File: config.mk
export PLATFORM = sky130hd
export DESIGN_NAME = muldiv_unit
export DESIGN_NICKNAME = d
export VERILOG_FILES = /design/src/rtl/muldiv_pkg.sv /design/src/rtl/muldiv_signfix.sv /design/src/rtl/muldiv_unit.sv
export SDC_FILE = /design/constraint.sdc
export NUM_CORES = 2
export LEC_CHECK = 0
export ABC_AREA = 1
export CORE_MARGIN = 2
export CORE_UTILIZATION = 30
export CTS_BUF_LIST = sky130_fd_sc_hd__clkbuf_4 sky130_fd_sc_hd__clkbuf_8 sky130_fd_sc_hd__clkbuf_16
export CTS_CLUSTER_DIAMETER = 50
export DETAILED_ROUTE_END_ITERATION = 12
export SYNTH_ARGS = -nofsm -noshare
export SYNTH_HDL_FRONTEND = slang
export SYNTH_HIERARCHICAL = 1
export SYNTH_SLANG_ARGS = --single-unit
File: constraint.sdc
create_clock -name clk -period 6.3 [get_ports clk]
set_input_delay 1.26 -clock clk [delete_from_list [all_inputs] [get_ports clk]]
set_output_delay 1.26 -clock clk [all_outputs]
set_load 0.01 [all_outputs]
File: src/rtl/muldiv_pkg.sv
// muldiv_pkg: funct3 op codes, FSM states and operand-signedness helpers for muldiv_unit.
package muldiv_pkg;

    typedef enum logic [2:0] {
        OP_MUL    = 3'b000,
        OP_MULH   = 3'b001,
        OP_MULHSU = 3'b010,
        OP_MULHU  = 3'b011,
        OP_DIV    = 3'b100,
        OP_DIVU   = 3'b101,
        OP_REM    = 3'b110,
        OP_REMU   = 3'b111
    } op_e;

    typedef enum logic [1:0] {IDLE, CALC, FIX, DONE} state_e;

    // MUL only keeps the low half, which is the same for any signedness.
    function automatic logic is_signed_a(input op_e op);
        return op inside {OP_MUL, OP_MULH, OP_MULHSU, OP_DIV, OP_REM};
    endfunction

    function automatic logic is_signed_b(input op_e op);
        return op inside {OP_MUL, OP_MULH, OP_DIV, OP_REM};
    endfunction

    function automatic logic is_div(input op_e op);
        return op[2];
    endfunction

endpackage

File: src/rtl/muldiv_signfix.sv
// muldiv_signfix: turns the magnitude product or {remainder, quotient} into the final RV M result.
module muldiv_signfix
    import muldiv_pkg::*;
#(
    parameter int XLEN = 64
) (
    input  op_e               op,
    input  logic [2*XLEN-1:0] raw,
    input  logic              neg_a,
    input  logic              neg_b,
    input  logic [XLEN-1:0]   a,
    input  logic              b_zero,
    output logic [XLEN-1:0]   res
);

    logic [2*XLEN-1:0] prod;
    logic [XLEN-1:0]   quot;
    logic [XLEN-1:0]   rem;

    // Divide-by-zero is pinned explicitly; the overflow case falls out of the magnitude path.
    always_comb begin
        prod = (neg_a ^ neg_b) ? -raw : raw;
        quot = b_zero ? '1 : (neg_a ^ neg_b) ? -raw[XLEN-1:0] : raw[XLEN-1:0];
        rem  = b_zero ? a : neg_a ? -raw[2*XLEN-1:XLEN] : raw[2*XLEN-1:XLEN];
        res  = is_div(op) ? (op[1] ? rem : quot)
             : (op == OP_MUL) ? prod[XLEN-1:0] : prod[2*XLEN-1:XLEN];
    end

endmodule

File: src/rtl/muldiv_unit.sv
// muldiv_unit: iterative RV M multiply/divide, one bit per cycle over XLEN cycles.
// MULDIV_FAST_SPECIAL_EN: divide-by-zero, signed overflow and zero-operand multiply finish in one cycle.
module muldiv_unit
    import muldiv_pkg::*;
#(
    parameter int XLEN = 64
) (
    input  logic            clk,
    input  logic            reset,
    input  logic            start,
    input  logic            kill,
    input  logic [2:0]      op,
    input  logic [XLEN-1:0] a,
    input  logic [XLEN-1:0] b,
    output logic            busy,
    output logic            done,
    output logic [XLEN-1:0] result
);

    localparam int CW = $clog2(XLEN);

    state_e            state_q, state_d;
    logic [CW-1:0]     cnt_q, cnt_d;
    op_e               op_q, op_d;
    logic              neg_a_q, neg_a_d;
    logic              neg_b_q, neg_b_d;
    logic [XLEN-1:0]   a_q, a_d;
    logic [XLEN-1:0]   dsr_q, dsr_d;
    logic [2*XLEN-1:0] acc_q, acc_d;
    logic [XLEN-1:0]   result_q, result_d;

    op_e               op_in;
    logic              sa, sb, accept;
    logic [XLEN-1:0]   mag_a, mag_b, fixed;
    logic [XLEN:0]     mul_sum, rem_sh, rem_sub;
    logic [2*XLEN-1:0] mul_step, div_step;

    assign op_in   = op_e'(op);
    assign sa      = is_signed_a(op_in) & a[XLEN-1];
    assign sb      = is_signed_b(op_in) & b[XLEN-1];
    assign mag_a   = sa ? -a : a;
    assign mag_b   = sb ? -b : b;
    assign accept  = start & (state_q == IDLE || state_q == DONE);

    // acc holds {partial product, multiplier} or {remainder, dividend/quotient}.
    assign mul_sum  = {1'b0, acc_q[2*XLEN-1:XLEN]} + (acc_q[0] ? {1'b0, dsr_q} : '0);
    assign mul_step = {mul_sum, acc_q[XLEN-1:1]};
    assign rem_sh   = {acc_q[2*XLEN-1:XLEN], acc_q[XLEN-1]};
    assign rem_sub  = rem_sh - {1'b0, dsr_q};
    assign div_step = rem_sub[XLEN] ? {rem_sh[XLEN-1:0], acc_q[XLEN-2:0], 1'b0}
                                    : {rem_sub[XLEN-1:0], acc_q[XLEN-2:0], 1'b1};

`ifdef MULDIV_FAST_SPECIAL_EN
    logic            div_op, b_is_zero, ovf, fast_hit;
    logic [XLEN-1:0] fast_res;
    assign div_op    = is_div(op_in);
    assign b_is_zero = b == '0;
    assign ovf       = div_op & is_signed_b(op_in) & (a == {1'b1, {(XLEN-1){1'b0}}}) & (&b);
    assign fast_hit  = div_op ? (b_is_zero | ovf) : (a == '0 | b_is_zero);
    assign fast_res  = !div_op ? '0 : b_is_zero ? (op_in[1] ? a : '1) : (op_in[1] ? '0 : a);
`endif

    muldiv_signfix #(.XLEN(XLEN)) u_signfix (
        .op     (op_q),
        .raw    (acc_q),
        .neg_a  (neg_a_q),
        .neg_b  (neg_b_q),
        .a      (a_q),
        .b_zero (dsr_q == '0),
        .res    (fixed)
    );

    always_comb begin
        state_d  = state_q;
        cnt_d    = cnt_q;
        op_d     = op_q;
        neg_a_d  = neg_a_q;
        neg_b_d  = neg_b_q;
        a_d      = a_q;
        dsr_d    = dsr_q;
        acc_d    = acc_q;
        result_d = result_q;
        if (kill) begin
            state_d = IDLE;
        end else if (accept) begin
            state_d = CALC;
            cnt_d   = CW'(XLEN - 1);
            op_d    = op_in;
            neg_a_d = sa;
            neg_b_d = sb;
            a_d     = a;
            dsr_d   = is_div(op_in) ? mag_b : mag_a;
            acc_d   = {{XLEN{1'b0}}, is_div(op_in) ? mag_a : mag_b};
`ifdef MULDIV_FAST_SPECIAL_EN
            if (fast_hit) begin
                state_d  = DONE;
                result_d = fast_res;
            end
`endif
        end else begin
            case (state_q)
                CALC: begin
                    acc_d   = is_div(op_q) ? div_step : mul_step;
                    cnt_d   = cnt_q - 1'b1;
                    state_d = (cnt_q == '0) ? FIX : CALC;
                end
                FIX: begin
                    result_d = fixed;
                    state_d  = DONE;
                end
                DONE:    state_d = IDLE;
                default: state_d = state_q;
            endcase
        end
    end

    always_ff @(posedge clk or negedge reset) begin
        if (!reset) begin
            state_q  <= IDLE;
            cnt_q    <= '0;
            op_q     <= OP_MUL;
            neg_a_q  <= 1'b0;
            neg_b_q  <= 1'b0;
            a_q      <= '0;
            dsr_q    <= '0;
            acc_q    <= '0;
            result_q <= '0;
        end else begin
            state_q  <= state_d;
            cnt_q    <= cnt_d;
            op_q     <= op_d;
            neg_a_q  <= neg_a_d;
            neg_b_q  <= neg_b_d;
            a_q      <= a_d;
            dsr_q    <= dsr_d;
            acc_q    <= acc_d;
            result_q <= result_d;
        end
    end

    assign busy   = state_q == CALC || state_q == FIX;
    assign done   = state_q == DONE;
    assign result = result_q;

endmodule

==> Slide: Implementation Results <==
Flow Results at a Glance

Place
  • HPWL Detailed: 231 mm
  • Placed instance area: around 0.045 mm2
  • # port buffers: approximately 200
  • Pre-CTS setup slack: 1800 ps
  • Inst Count DP: 9,290

Setup path
  • Critical Path AT: 4890 ps
  • CP Cell Sequence: inv_1 -> fa_1 -> inv_1 -> nand2_1 -> nand2_1 -> nand3_1 -> nand2_2 -> nand2_1 -> nand2_2 -> nand2_1 -> nand2_2 -> nand2_2 -> nand2_2 -> nand2_2 -> nand2_4 -> nand2_1 -> nor2_1 -> o22ai_1
  • Worst reg2reg path depth: 18
  • Maximum fanout along the worst path: 63
  • Critical Path End Type: flip-flop
  • Crit path DRT: 6820 ps
  • WP depth: 18
  • Crit path launch type: flip-flop
  • Type of the worst setup path: flip-flop to flip-flop
  • Worst r2r src: acc_q[64]$_DFFE_PN0P_
  • Reg-to-reg endpoint: acc_q[73]$_DFFE_PN0P_
  • CP most frequent cell: nand2_2
  • Crit-path leading delay family: simple AND/OR/NAND/NOR gates
  • Worst Setup SP: acc_q[64]$_DFFE_PN0P_
  • Cell with the largest stage delay on the worst path: dfrtp_1
  • Critical Path Max Stage Delay: 830 ps
  • WP buf/inv: 2

Global route
  • Met3 global-route usage: 9.42%
  • Largest net degree at the start of global routing: 138
  • Met2 Use GR: 56.5%
  • GRT Util Overall: between 30% and 40%
  • Gr ovfl total: 0
  • Met1 GRT Util: 51.7%
  • Busiest grt layer: met2
  • Antenna violations before repair: 15

Finish
  • Layout Nets: 7,826
  • Mi-comb count: 5,867
  • Finished Layout Cells: between 9k and 10k
  • N_diodes: 4
  • Top cell excl fill/tap: nand2_1
  • Fillers: 15.6k
  • Signal inverters: around 1.0k
  • Top Layout Cells: nand2_1, inv_1, nor2_1, nand3_1, o21ai_0
  • Layout area overhead: 14.3%
  • Layout non-clock buf frac: 5.85%
  • Clock buffer count: 65
  • Clk cell area share: 4.10%
  • Max FFs per register: 128
  • Final sequential cell count: approximately 330
  • Buffers outside the clock class: between 200 and 300
  • Most flops, register: acc_q
  • Comb/total area: 59.6%

Pwr
  • Leakage: 24.0 nW
  • Combinational power: 16.8 mW
  • Combinational share of power: 67.9%
  • Sw Pwr: 15.5 mW
  • Clk pwr share: 13.3%
  • Max rail drop VDD: 0.000251 V
  • Switching portion of total power: 62.6%
  • Main power group: combinational logic
  • Final total power: ~25 mW

Clock network
  • CTS tree: yes
  • Hold buffers post-CTS: 0
  • Post-CTS resize count: 0
  • # clock sinks: ~330
  • Clk slew on worst S/H paths: 60 ps
  • Post-CTS setup buffers: 0
  • Clock Path Buffers: 3
  • Clock root buffer: clkbuf_16
  • Num CTS Buffers: 55

Logic synthesis
  • Most common cell in the synthesized netlist: nand2_1
  • Post-Syn Area: 0.0413 mm2
  • Yosys chip area: about 0.041 mm2
  • Yosys reg bits: 333
  • Avg Cell Area, Syn: 5.54 um2
  • Ys cells: 7,450
  • Xor+xnor area frac: 3.30%
  • Top post-synthesis cells by count: nand2_1, inv_1, nor2_1
  • Yosys aoi share: 13.0%
  • Dominant cell area share: between 20% and 30%
  • Post-synth EDFFs: 0
  • Seq share, synth: 20.2%
  • Dominant kind of combinational cell: simple AND/OR/NAND/NOR gates
  • Share of flip-flops with an asynchronous set or reset: 100%
  • Yosys adder share: 4.22%
  • Basic Gates by Area: 45.6%
  • Synth cell types: 56
  • Cell type with the largest total area: nand2_1
  • Gate Count Post-Synth: 7,450
  • Synth Net Count: 7,723

STA
  • RSZ-0062 raised after global routing: false
  • Final setup viols: 0
  • Least-Margin Pin Slew: 1430 ps
  • Hold WS: 475 ps
  • Final Cycle Share: 69.3%
  • Fmax achieved: 229 MHz
  • Slew Viols, Final: 0
  • Final TNS setup: 0 ps
  • Final hold vios: 0
  • Crit path time final: 4370 ps
  • Slew margin rel.: 3.76%
  • Clock skew: 35.6 ps
  • Post-route worst setup slack: around 1900 ps

Route
  • Via count: 53.0k
  • Vias per cell: 5.64
  • Post-Route M1 WL: 117 mm
  • DR top layer: met5
  • Drt pass-1 iters: 8
  • Avg WL per Cell: 29.8 um
  • Met3 wire length: 29.8 mm
  • 1st-iter DRT viols: between 7k and 8k
  • Met2 wire len: 115 mm

Floorplan
  • Die Width: 375 um
  • Chip Height: roughly 380 um
  • Tap Count: 1,794
  • I/O pins: 201
  • Starting Density: 30.2%
  • Die ar.: 0.141 mm2

Run status
  • Status: completed

Run
  • OpenROAD warnings: 34
  • Max-Cap Viols: 0

Hold path
  • Hold path depth: 2
  • Hold Path End: a_q[56]$_DFFE_PN0P_
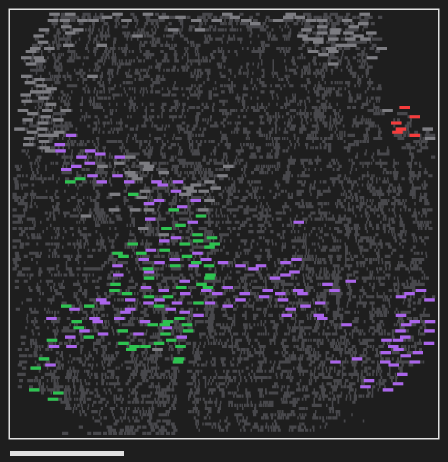
ff_map.png
The bar under the picture is 100 um long. Other sequential cells in the stronger grey, the rest of the logic in the fainter grey.
cnt_q: marked red, flops 6, where top right. dsr_q: marked green, flops 64. acc_q: marked purple, flops 128.
Another 135 sequential cells are not coloured.
register area: 0.00834 mm2
Seq group: 4.65 mW
Seq/total area: 17.7%

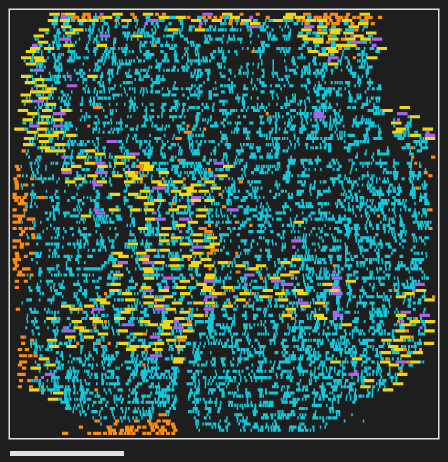
class_map.png
The bar under the picture is 100 um long.
remaining logic cells: marked cyan, cells 6,875, share of their area 71%. clock drivers and dummy loads: marked purple, cells 103, share of their area 4.3%. remaining buffers and delay cells: marked orange, cells 288, share of their area 6.1%. registers: marked yellow, cells 333, share of their area 19%.
core area: 0.137 mm2
Cell Rows: 136
final cell utilization of the core: 34.5%
fin area: 0.0472 mm2

No activity file was given, so power comes from the tool's default toggle rates.
